==> config.mk <==
export PLATFORM = sky130hd
export DESIGN_NAME = dl_bus_arbiter
export DESIGN_NICKNAME = d
export VERILOG_FILES = /design/src/rtl/dmg_bus_pkg.sv /design/src/rtl/dl_rr_pick.sv /design/src/rtl/dl_bus_arbiter.sv
export SDC_FILE = /design/constraint.sdc
export NUM_CORES = 1
export LEC_CHECK = 0
export ABC_AREA = 1
export CAP_MARGIN = 15
export CELL_PAD_IN_SITES_DETAIL_PLACEMENT = 1
export CELL_PAD_IN_SITES_GLOBAL_PLACEMENT = 1
export CORE_MARGIN = 5
export CORE_UTILIZATION = 35
export DETAILED_ROUTE_END_ITERATION = 7
export PLACE_DENSITY = 0.77
export SKIP_LAST_GASP = 1
export SLEW_MARGIN = 20
export SYNTH_ARGS = -nofsm -noshare
export SYNTH_HDL_FRONTEND = slang
export SYNTH_SLANG_ARGS = --single-unit
==> constraint.sdc <==
create_clock -name CLK2 -period 1.9 [get_ports CLK2]
set_input_delay 0.285 -clock CLK2 [delete_from_list [all_inputs] [get_ports CLK2]]
set_output_delay 0.285 -clock CLK2 [all_outputs]
set_load 0.005 [all_outputs]
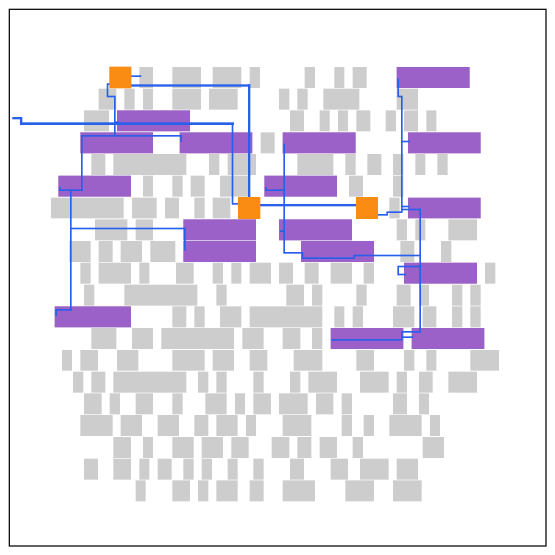
*Routed clock nets over the placement, run 1*
(8 px per um)
- clock wires: blue (length 248 um)
- cells driving clock nets: orange (count 3)
- flip-flops: purple (count 17)
- routed clock nets: 4
final setup skew: 0.00961 ns
clock network fraction of design power: 0.063
worst skew pair latency: 0.30 ns
power in the clock group: 0.000202 W

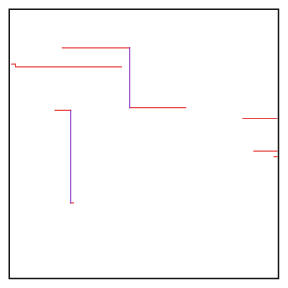
*Signal wires by layer, run 1*
(4 px per um) Two of the layers only.
- met4: purple (wire length 38.1 um)
- met3: red (wire length 78.4 um)
GRT Total Usage: 0.171
final wirelength: 3.36 mm

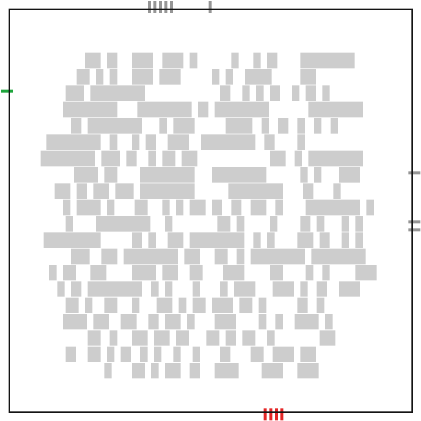
*Pin map, run 1*
(6 px per um) Pins as bars across the die edge, other pins in gray.
- req: red (pins 4; direction input; edge south)
- CLK2: green (pins 1; direction input; edge west)
- all pins by edge: 6 north, 4 south, 3 east, 1 west
Horiz. Die Dim: 66.9 um
number of port buffers: 13
Die Y: 66.9 um

==> results.txt, run 1 <==
Purpose: to document the outcome of synthesis and place and route.

Outcome
The run finished with clean final reports.

Floorplan
For this floorplan the total number of well-tap instances is 44. The floorplan row count is 20. The boundary pin count is 14. The fraction of the core area occupied by cells at floorplan is 0.368. The region available for standard cell placement spans 3080 um2. The die footprint is 4480 um2.

Worst setup path
In this run the critical path is formed by buf_6 > ha_4 > nand4_1 > nand2_2 > o21ai_0 > inv_1 > nand2_2 > nand2_4 > inv_4 > ha_4 > o21ai_2 > nand3_1 > nand2_1. The number of buffer and inverter instances along the worst setup path is 3. The required arrival time at the worst endpoint is 2.09 ns. In this run the register-to-register setup slack is 0.007 ns. The kind of end point of the critical path is a flip-flop. The number of stages on the worst setup path is 13.

The critical path arrival is 2.09 ns. The number of cell instances on the worst register-to-register path is 13. The critical path's top delay family is simple AND/OR/NAND/NOR gates. The critical path in this run is classified as flip-flop to flip-flop.

The cell with the biggest individual delay on the critical path is dfrtp_2. The stage delay of the slowest cell on the critical path is 0.45 ns. Per the timing report, the biggest fanout along the worst path comes to 7. The worst setup path is launched from a flip-flop.

Detailed routing
The count of unresolved DRC violations after routing is 0. The wire length on met3 is 78 um. The routed length on met1 is 1.42 mm.

The total vias in the final route is 1133. The number of iterations in the first detailed-routing pass is 4. The routed wirelength normalized by instance count is 14.2 um. Signal routing reaches up to met4.

The violation tally from detailed-route iteration zero is 14. The via density per instance is 4.80. Once detail routing completed, the nets flagged for antenna violations numbered 0.

CTS
Post-CTS repair changed the size of 28 cells. CTS reports a maximum clock tree buffer depth of 2. The clock tree from TritonCTS is built. The root buffer cell is clkbuf_4. Post-CTS timing repair inserted 3 buffers for setup. The clock-pin slew reported for the worst setup and hold paths after clock tree synthesis is 0.11 ns. CTS built an H-tree with a depth of 1. The quantity of hold-fixing buffers added after cts is 0.

TritonCTS reports the number of clock sinks as 17. The number of buffers inserted during clock tree synthesis is 3.

Cells and area
The fraction of area in registers is 0.263. Measured on the finished design, the core utilization comes to 0.528. The number of inserted filler cells in the final layout is 386.

Ranking logic cells in the layout by count gives the top entries nand2_1, inv_1, buf_4, dfrtp_1. The share of layout cells above drive strength 1 is 0.328. The final layout report lists a non-clock inverter count of 24. Leaving out buffers and inverters, the combinational logic in the layout accounts for 717 um2.

The non-clock buffer count in the final layout is 34. Clock buffers in the final layout number 3. The number of diodes is 0. 113 cells are multi-input combinational gates. The non-clock buffer area fraction after layout is 0.184. The sequential cell area is 427 um2.

The biggest cell category by area in the final layout is combinational gates. After the flow finishes, the layout carries non-filler instances totaling 236. The most frequently placed logic cell in the final layout is nand2_1. In this run the layout overhead on the synthesized area is reported as 43.4%. In the final design database the tool counted 207 nets. The sequential cell count is 17.

The layout stage reports a final design area of 1630 um2. The share of the final layout cell area in multi-input gates is 0.441.

Global routing
Summed over all layers, the global routing overflow is 0. The met3 track utilization from global routing is 0.0472. The met1 usage is 0.202.

The busiest layer in global routing is met2. The number of antenna violations at the first check in global routing came to 0. The global-route track usage on met2 is 0.302. The via count of the first global-routing pass was 1196.

The pin count of the biggest net entering global routing is 18. The first global-routing pass estimated 5.67 mm of wire.

Final timing
The maximum achievable frequency is 0.528 GHz. The post-route worst setup slack is 0.00676 ns. The final count of pins violating max slew is 0. The final critical delay including setup and external delays is 1.89 ns. Per the final timing report, the hold violations number 0. In the finished design, the share of the clock period the worst path needs comes to 0.996. In the final timing run, aggregate negative setup slack is 0 ns.

Setup repair after global routing could not meet its margin everywhere. The worst-case max-slew headroom was logged as 0.556. Final hold analysis gives a worst-case slack of 0.363 ns.

The slew at the pin closest to its max-slew limit is 0.665 ns. The final number of setup-violating endpoints is 0.

Pwr
In this run the power density over the cells is 1980 nW/um2. Of all power groups, the one with the highest power is combinational cells. The share of total power consumed by net switching is 0.480.

The worst VDD IR drop from the latest analysis is 1190 uV. The reported net switching power is 0.00155 W. For this design the static power due to leakage is 0.802 nW. The final total power is 0.00322 W. The power report attributes to the sequential group a share of 0.179. The power report attributes to the combinational group a share of 0.759.

The power in sequential cells is 0.000576 W. The power drawn by the combinational cells is 0.00244 W.

Logic synthesis
The basic-gate share of the synthesized area counting and, or, nand and nor cells is 0.343. The register bit count reported by yosys is 17. The post-synth tally of flip-flops with integrated enable is 0. In this run, the synthesized area fraction spent on AND-OR/OR-AND gates is recorded as 0.0894. The portion of the post-synthesis area used by sequential elements is 0.375.

The mux cell area share after synthesis is 0. The area of the mapped netlist is 1130 um2. The mean cell area of the mapped netlist is 7.22 um2. By count the netlist is led by nand2_1, inv_1, dfrtp_1. In the synthesized netlist, the dominant kind of combinational cell is simple AND/OR/NAND/NOR gates. After synthesis, the chip area reported by Yosys is 1130 um2. The commonest register cell is dfrtp_1. The area fraction of the dominant cell type after synthesis is 0.375. The share of flip-flops with an asynchronous set or reset is 1.00. The cell type with the largest total area is dfrtp_1.

The number of distinct library cells after synthesis is 22. After synthesis, the cell types taking the most area are dfrtp_1, nand2_1, ha_1. The synthesized instance count is 157. Looking at the gate-level netlist, the highest instance count belongs to nand2_1. The total cells reported by yosys after synthesis is 157.

The cell-mix breakdown from Yosys lists the adder-cell area share as 0.0883. The post-synth net total is 171. The yosys warning tally is 0. Per the synthesis report, the XOR/XNOR share of the synthesized area is 0.

Place
At the end of routability-driven placement, the weighted congestion stood at 0.897. The post-place instance area is 1420 um2. In this run, placement finished with an instance count of 226. According to the dpl log, the detail-placed design has an HPWL of 2.55 mm.

Logged for this run, the post-placement worst setup slack is -0.344 ns.

Worst hold path
Note that the worst hold path type here is input pin to async pin.

Flow run
The stage logs contain a warning count of 33. The number of maximum-capacitance violations recorded for the run is 0.
### Gate-type map, run 1

(6 px per um)
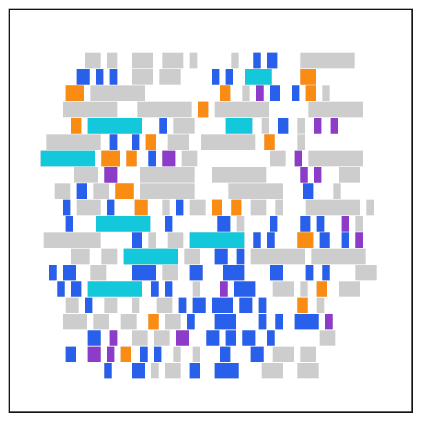

==> inputs of run 2 (changes only) <==
--- a/config.mk
+++ b/config.mk
@@ -10,9 +10,9 @@
 export CELL_PAD_IN_SITES_DETAIL_PLACEMENT = 1
 export CELL_PAD_IN_SITES_GLOBAL_PLACEMENT = 1
 export CORE_MARGIN = 5
-export CORE_UTILIZATION = 35
+export CORE_UTILIZATION = 42
 export DETAILED_ROUTE_END_ITERATION = 7
-export PLACE_DENSITY = 0.77
+export PLACE_DENSITY = 0.87
 export SKIP_LAST_GASP = 1
 export SLEW_MARGIN = 20
 export SYNTH_ARGS = -nofsm -noshare
==> constraint.sdc (replaced) <==
create_clock -name CLK2 -period 2.4 [get_ports CLK2]
set_input_delay 0.36 -clock CLK2 [delete_from_list [all_inputs] [get_ports CLK2]]
set_output_delay 0.36 -clock CLK2 [all_outputs]
set_load 0.005 [all_outputs]
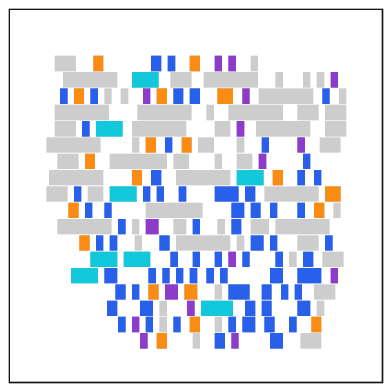
*Gate-type map, run 2*
(6 px per um)
- NAND gates: blue (cells 70; most used nand2_1)
- NOR gates: purple (cells 16; most used nor2_1)
- inverting AOI/OAI gates: orange (cells 19; most used o21ai_0; where all over the die)
- adder and majority cells: cyan (cells 8; most used ha_1)
combinational fraction of the cell area: 0.447
most common library cell in the layout ignoring fill and taps: nand2_1
Layout Cells excl Fill: 203

==> results.txt, run 2 <==
Purpose: to document the outcome of synthesis and place and route.

Outcome
The flow ran to the end, and the final reports show no timing, DRC or antenna violations.

Global routing
The met3 track utilization from global routing came to 0.0537 (+0.00650). The number of antenna violations at the first check in global routing is 0 (unchanged). The first-pass GRT wire length is 5.03 mm (-11%). The global-route track usage on met2 is 0.314 (+0.0116).

The remaining global-route overflow is 0 (unchanged). The via count of the first global-routing pass was 1133 (-5.3%). The pin count of the biggest net entering global routing is 18 (unchanged). The met1 usage is 0.221 (+0.0185). The overall global routing resource usage was 0.178 (+0.00726). The busiest layer in global routing is met2.

Worst setup path
Looking at the setup timing report, the critical path kind is flip-flop to flip-flop. The number of cell instances on the worst register-to-register path is 15 (+2). The maximum net fanout on the critical path is 7 (unchanged).

The worst setup path is captured at a flip-flop. The report lists the cells along the critical path as inv_6 > ha_2 > inv_1 > nand3_1 > nand3_1 > nand2_1 > nand2_1 > nand2_1 > nand2_1 > nand2_1 > nand2_1 > inv_1 > ha_1 > o21ai_1 > o21ai_0. The number of stages on the worst setup path is 15 (+2). The number of buffer and inverter instances along the worst setup path is 3 (unchanged). The required arrival time at the worst endpoint is 2.56 ns (+0.47 ns). The critical path's top delay family is simple AND/OR/NAND/NOR gates. The kind of launch point of the worst setup path is a flip-flop. The internal reg-to-reg setup slack was 0.18 ns (+0.17 ns). The critical path arrival is 2.39 ns (+0.30 ns). The stage delay of the slowest cell on the critical path is 0.45 ns (about the same).

Final timing
The worst hold slack after final layout was 0.457 ns (+0.0939 ns). Setup repair after global routing left no endpoint under its margin. The post-route worst setup slack came to 0.176 ns (+0.169 ns). The final number of setup-violating endpoints came to 0 (unchanged). The post-route clock period utilization is 0.927 (-0.0698). The worst slew slack as a fraction of its limit is 0.564 (+0.00760). The maximum achievable frequency is 0.450 GHz (-15%).

The worst clock skew is 0.00427 ns (-0.00534 ns). The final critical delay including setup and external delays was 2.22 ns (+0.331 ns). The final count of pins violating max slew is 0 (unchanged). The total negative slack is 0 ns (unchanged).

Place
The number of I/O port buffers is 13 (unchanged). The detailed placement HPWL is 2.36 mm (-7.5%). The weighted congestion at the end of routability-driven global placement is 0.908 (+1.2%). The worst setup slack after placement is 0.0981 ns (+0.442 ns). The count of placed standard cells including taps is 198 (-12%).

The post-place instance area was 1290 um2 (-9.7%).

Logic synthesis
The mean cell area of the mapped netlist came to 7.22 um2 (unchanged). The portion of the post-synthesis area used by sequential elements came to 0.375 (unchanged). Ranked by instance count, the synthesized netlist is headed by nand2_1, inv_1, dfrtp_1. After synthesis, the cell types taking the most area are dfrtp_1, nand2_1, ha_1. Summed over all instances, the cell type with the most area after synthesis is dfrtp_1. The area of the mapped netlist is 1130 um2 (unchanged). The compound-gate portion of the synthesized area was 0.0894 (unchanged). The register bit count reported by yosys came to 17 (unchanged).

The instance count of the mapped netlist is 157 (unchanged). The adder and majority cell fraction of the synthesized area was 0.0883 (unchanged). The post-synth net total was 171 (unchanged). The total cells reported by yosys after synthesis was 157 (unchanged). The share of flip-flops with an asynchronous set or reset came to 1.00 (unchanged). The mux cell area share after synthesis is 0 (unchanged). The yosys warning tally is 0 (unchanged).

The chip area from the yosys synthesis statistics is 1130 um2 (unchanged). The xor/xnor share of the synthesized area is 0 (unchanged). The post-synth tally of flip-flops with integrated enable is 0 (unchanged). The basic-gate share of the synthesized area counting and, or, nand and nor cells is 0.343 (unchanged). The top cell type by instance count after synthesis is nand2_1.

The area fraction of the dominant cell type after synthesis is 0.375 (unchanged). The most common flop cell mapped by yosys is dfrtp_1.

Floorplan
The die footprint was 3840 um2 (-14%). The chip height came to 62.0 um (-7.4%). The core area is 2520 um2 (-18%).

The die width came to 62.0 um (-7.4%). The count of inserted tapcells is 30 (-32%). The boundary pin count is 14 (unchanged). The floorplan row count is 18 (-10%).

Cells and area
The area of the multi-input gates came to 593 um2 (-17%). The number of inverters outside the clock class in the layout is 24 (unchanged). The share of layout cells above drive strength 1 is 0.127 (-0.201).

The fraction of area in registers is 0.322 (+0.0598). The multi-input combinational cell count came to 113 (unchanged). The sequential cell area came to 428 um2 (+0.29%).

The non-clock buffer area fraction after layout is 0.109 (-0.0747). By area, combinational gates come first. The final-stage net count is 188 (-9.2%). The number of diodes was 0 (unchanged).

The flow measured a signed area growth from synthesis to layout of 17.1%. The final design area excluding fillers is 1330 um2 (-18%). The number of inserted filler cells in the final layout is 347 (-10%). The clock tree buffer count of the final layout is 4 (+1).

The non-clock buffer count in the final layout was 15 (-56%).

CTS
The number of buffers inserted during clock tree synthesis came to 3 (unchanged). TritonCTS built the clock tree. The deepest clock path buffer count is 2 (unchanged). The clock-pin slew reported for the worst setup and hold paths after clock tree synthesis was 0.10 ns (about the same). The number of sinks driven by the clock tree is 17 (unchanged). The quantity of hold-fixing buffers added after cts is 0 (unchanged).

Detailed routing
The detailed router used layers up to and including met3. The routed length on met1 is 1.36 mm (-4.4%). The sum of routed wire length over all layers is 3.01 mm (-10%). The routed wirelength normalized by instance count is 14.8 um (+4.1%).

The count of unresolved DRC violations after routing came to 0 (unchanged). The via density per instance came to 5.21 (+8.5%). The wire length on met3 came to 91 um (+17%). The total vias in the final route is 1057 (-6.7%). The number of iterations in the first detailed-routing pass is 4 (unchanged).

Pwr
The clock group share of total power is 0.086 (+0.023). The power in sequential cells is 0.000460 W (-20%). The leakage power total came to 0.688 nW (-14%). The reported net switching power was 0.000920 W (-41%). The proportion of power drawn by combinational gates is 0.657 (-0.102). The power density over cell area is 1350 nW/um2 (-32%). The share of total power consumed by net switching is 0.514 (+0.0339). The sequential cell fraction of total power is 0.257 (+0.078). The final total power is 0.00179 W (-44%). In the power breakdown, the biggest contributor is combinational cells.

The worst voltage drop across the vdd grid came to 587 uV (-50%).

Flow run
The number of max-capacitance violations reported is 0 (unchanged). The number of warnings in the stage logs is 31 (-6.1%).

Worst hold path
The class of the tightest hold or removal check is input pin to async pin.
Power and IR drop assume default switching activity.
